### src/rtl/cntr8_cmd_ctrl.sv
`default_nettype none
// ============================================================================
// Module   : cntr8_cmd_ctrl
// Purpose  : Command conditioner in front of the 8-bit loadable counter.
//            Synchronises, debounces and edge-detects the INC and LOAD
//            push-buttons, synchronises the switch bank, and emits clean
//            single-cycle inc/load strobes with a held load value. A load
//            and an inc that arrive together are serialised: load first,
//            inc on the following cycle.
// Ports    : clk      - system clock, rising edge
//            reset_n  - asynchronous active-low reset
//            btn_inc  - raw increment button (asynchronous, bouncy)
//            btn_load - raw load button (asynchronous, bouncy)
//            sw       - raw switch value (asynchronous), DATA_W bits
//            inc      - one-cycle increment strobe
//            load     - one-cycle load strobe
//            d_out    - value to load; valid while load=1, held afterwards
//            o_pend   - an increment is deferred behind a load
// Revision : 1.0 - initial release
// ============================================================================
module cntr8_cmd_ctrl #(
   parameter int DATA_W = 8,
   parameter int DB_CNT = 4
) (
   input  logic              clk,
   input  logic              reset_n,
   input  logic              btn_inc,
   input  logic              btn_load,
   input  logic [DATA_W-1:0] sw,
   output logic              inc,
   output logic              load,
   output logic [DATA_W-1:0] d_out,
   output logic              o_pend
);

   // Counter value on which a disagreeing level is finally accepted.
   localparam logic [7:0] DB_LAST = 8'(DB_CNT - 1);

   // Button index 0 = inc, 1 = load.
   logic [1:0]        btn_raw;
   logic [1:0]        btn_s1_q;
   logic [1:0]        btn_s2_q;
   logic [DATA_W-1:0] sw_s1_q;
   logic [DATA_W-1:0] sw_s2_q;
   logic [1:0]        press_ev;

   assign btn_raw = {btn_load, btn_inc};

   // Two-flop synchronisers for both buttons and every switch bit.
   always_ff @(posedge clk or negedge reset_n) begin
      if (!reset_n) begin
         btn_s1_q <= '0;
         btn_s2_q <= '0;
         sw_s1_q  <= '0;
         sw_s2_q  <= '0;
      end else begin
         btn_s1_q <= btn_raw;
         btn_s2_q <= btn_s1_q;
         sw_s1_q  <= sw;
         sw_s2_q  <= sw_s1_q;
      end
   end

   // Per-button debounce. The press event is taken from the accepting
   // transition itself, so the registered strobe appears on the same edge
   // that the debounced level goes high.
   genvar gi;
   generate
      for (gi = 0; gi < 2; gi++) begin : g_btn
         logic [7:0] db_cnt_q;
         logic [7:0] db_cnt_d;
         logic       stable_q;
         logic       stable_d;
         logic       rise;

         always_comb begin
            db_cnt_d = '0;
            stable_d = stable_q;
            rise     = 1'b0;
            if (btn_s2_q[gi] != stable_q) begin
               if (db_cnt_q == DB_LAST) begin
                  stable_d = btn_s2_q[gi];
                  rise     = btn_s2_q[gi];
               end else begin
                  db_cnt_d = db_cnt_q + 8'd1;
               end
            end
         end

         always_ff @(posedge clk or negedge reset_n) begin
            if (!reset_n) begin
               db_cnt_q <= '0;
               stable_q <= 1'b0;
            end else begin
               db_cnt_q <= db_cnt_d;
               stable_q <= stable_d;
            end
         end

         assign press_ev[gi] = rise;
      end
   endgenerate

   // Strobe generation and load/inc arbitration.
   logic              inc_q,   inc_d;
   logic              load_q,  load_d;
   logic              pend_q,  pend_d;
   logic [DATA_W-1:0] d_out_q, d_out_d;

   always_comb begin
      load_d  = press_ev[1];
      d_out_d = press_ev[1] ? sw_s2_q : d_out_q;
      // Load always wins the cycle; an inc that loses (new or already
      // deferred) is parked in the single pending slot.
      inc_d   = !press_ev[1] && (press_ev[0] || pend_q);
      pend_d  =  press_ev[1] && (press_ev[0] || pend_q);
   end

   always_ff @(posedge clk or negedge reset_n) begin
      if (!reset_n) begin
         inc_q   <= 1'b0;
         load_q  <= 1'b0;
         pend_q  <= 1'b0;
         d_out_q <= '0;
      end else begin
         inc_q   <= inc_d;
         load_q  <= load_d;
         pend_q  <= pend_d;
         d_out_q <= d_out_d;
      end
   end

   assign inc    = inc_q;
   assign load   = load_q;
   assign o_pend = pend_q;
   assign d_out  = d_out_q;

endmodule
`default_nettype wire

### config.mk
export PLATFORM = sky130hd
export DESIGN_NAME = cntr8_cmd_ctrl
export DESIGN_NICKNAME = d
export VERILOG_FILES = /design/src/rtl/cntr8_cmd_ctrl.sv
export SDC_FILE = /design/constraint.sdc
export NUM_CORES = 1
export LEC_CHECK = 0
export CORE_AREA = 2 2 70 72
export DETAILED_ROUTE_END_ITERATION = 16
export DIE_AREA = 0 0 72 74
export PLACE_DENSITY_LB_ADDON = 0.05
export SYNTH_ARGS = -nofsm -noshare
export SYNTH_HDL_FRONTEND = slang
export SYNTH_SLANG_ARGS = --single-unit
export TNS_END_PERCENT = 1
### constraint.sdc
create_clock -name clk -period 3.1 [get_ports clk]
set_input_delay 0.62 -clock clk [delete_from_list [all_inputs] [get_ports clk]]
set_output_delay 0.62 -clock clk [all_outputs]
set_load 0.005 [all_outputs]
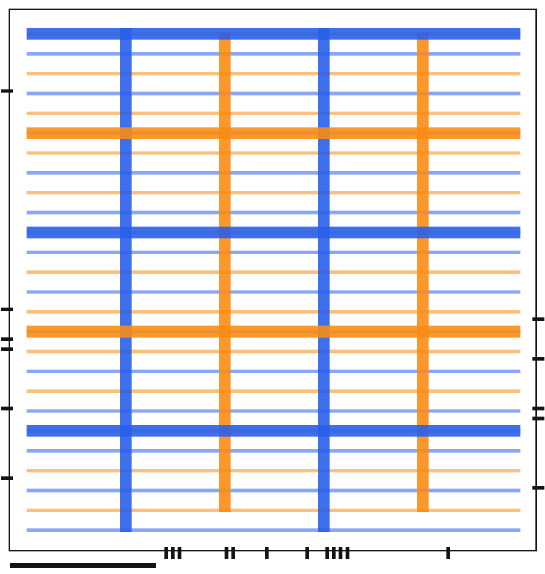
Fig. 1. Power grid.
The bar under the picture is 20 um long. Pins as bars on the die edge.
[orange] VDD
[blue] VSS
met5 straps: 5
signal pins: 23

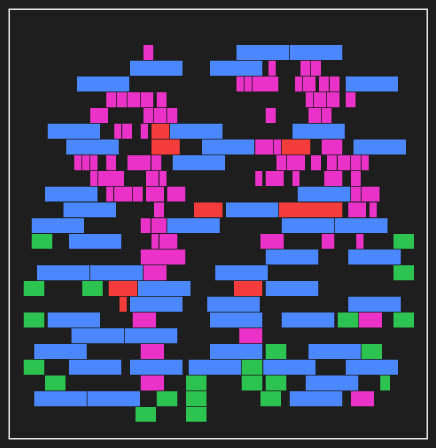
Fig. 2. Cell classes on the final placement.
[green] remaining buffers and delay cells | cells: 22 | share of their area: 10%
[red] clock drivers and dummy loads | cells: 8 | share of their area: 5.4%
[magenta] combinational and other logic | cells: 80 | share of their area: 25%
[blue] sequential cells | cells: 49 | share of their area: 59%

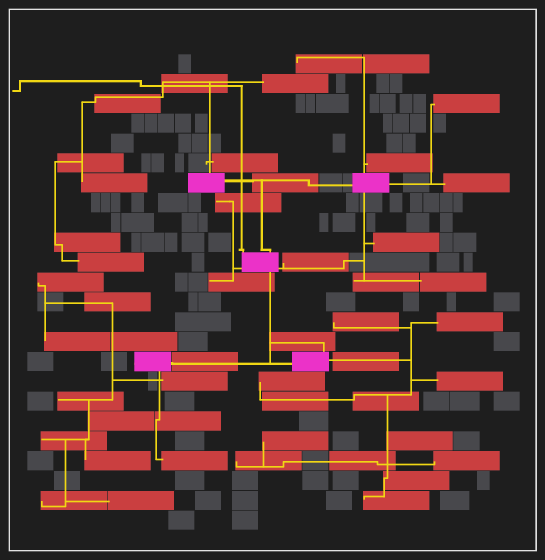
Fig. 3. Clock distribution.
[yellow] clock wires | length: 539 um
[red] flip-flops | count: 49
[magenta] clock drivers | count: 5
flops lie: all over the die
routed clock nets: 6

-- kinds of logic (layout without fill, tap and decap cells) --
logic type | Yosys count | in the layout | share of synthesized area (%)
AND-OR/OR-AND | 18 | 18 | 5.47
XOR/XNOR | 8 | 8 | 3.98
adder cells (fa/ha/maj) | 2 | 2 | 1.42
buffers and inverters | 6 | 35 | 1.70
flip-flops | 49 | 49 | 69.6
multiplexers | 8 | 8 | 5.11
AND/OR/NAND/NOR | 39 | 39 | 12.7
-- critical path: stages (launching register included) --
cell and delay [ns]:
dfrtp_1 0.41, ha_1 0.25, or3b_2 0.53, nor4_4 0.53
mux2_2 0.41
-- metal layers --
| layer | track usage [%] | vias up | wire length [um] |
|---|---|---|---|
| li1 | - | 507 | - |
| met5 | 0 | - | 0 |
| met1 | 15.3 | 493 | 1170 |
| met3 | 4.47 | 4 | 141 |
| met4 | 5.03 | 0 | 31 |
| met2 | 18.8 | 25 | 1330 |
-- final cells by class --
type                    count  area [um^2]  area share [%]
clock buffers               6         72.6            3.38
well taps                  54         67.6            3.15
flip-flops and latches     49         1230            57.2
clock inverters             2         38.8            1.81
multi-input cells          75          505            23.6
repair buffers             22          215            10.0
inverters                   5         18.8           0.875
-- Yosys cell counts, types with 2 or more instances --
library cell	n	share of area (%)
ha_1	2	1.4
a21oi_1	6	1.7
or3_1	7	2.5
o21ai_0	8	2.3
nand3_1	8	2.3
xor2_1	6	3.0
nor2_1	11	2.3
o21ai_1	2	0.57
xnor2_1	2	0.99
inv_1	5	1.1
mux2_2	8	5.1
dfrtp_1	49	70
nand4_1	2	0.71
nand2_1	4	0.85
==> results.cfg <==
; flow metrics
[critical_path]
crit_end = d_out[1]
setup.worst_path.start_class = flip-flop

[power_and_ir_drop]
powerComb_w = 0.000330
power_density_nw_per_um2 = 742
clockPowerShare_pct = 27.7

[sta]
setup_viol = 0
final-hold-violation-count = 0
relSlewSlack_pct = 31.1

[finish]
layout_top_cells = dfrtp_1, clkdlybuf4s50_1, nor2_1
top_register = g_btn.db_cnt_q
filler_cell_count = 410

[job]
drv_cap = 0

[clocking]
cts_tree = yes
post_cts_resized = 0

[die]
die_area_um2 = 5330
placementRows = 25
io_pins = 23

[outcome]
status = finished, final reports clean

[synth]
flop_cell = dfrtp_1
ys_ff = 49

[global_routing]
antenna_found_initial = 0

[worst_hold_path]
hold_start = sw_s1_q[5]
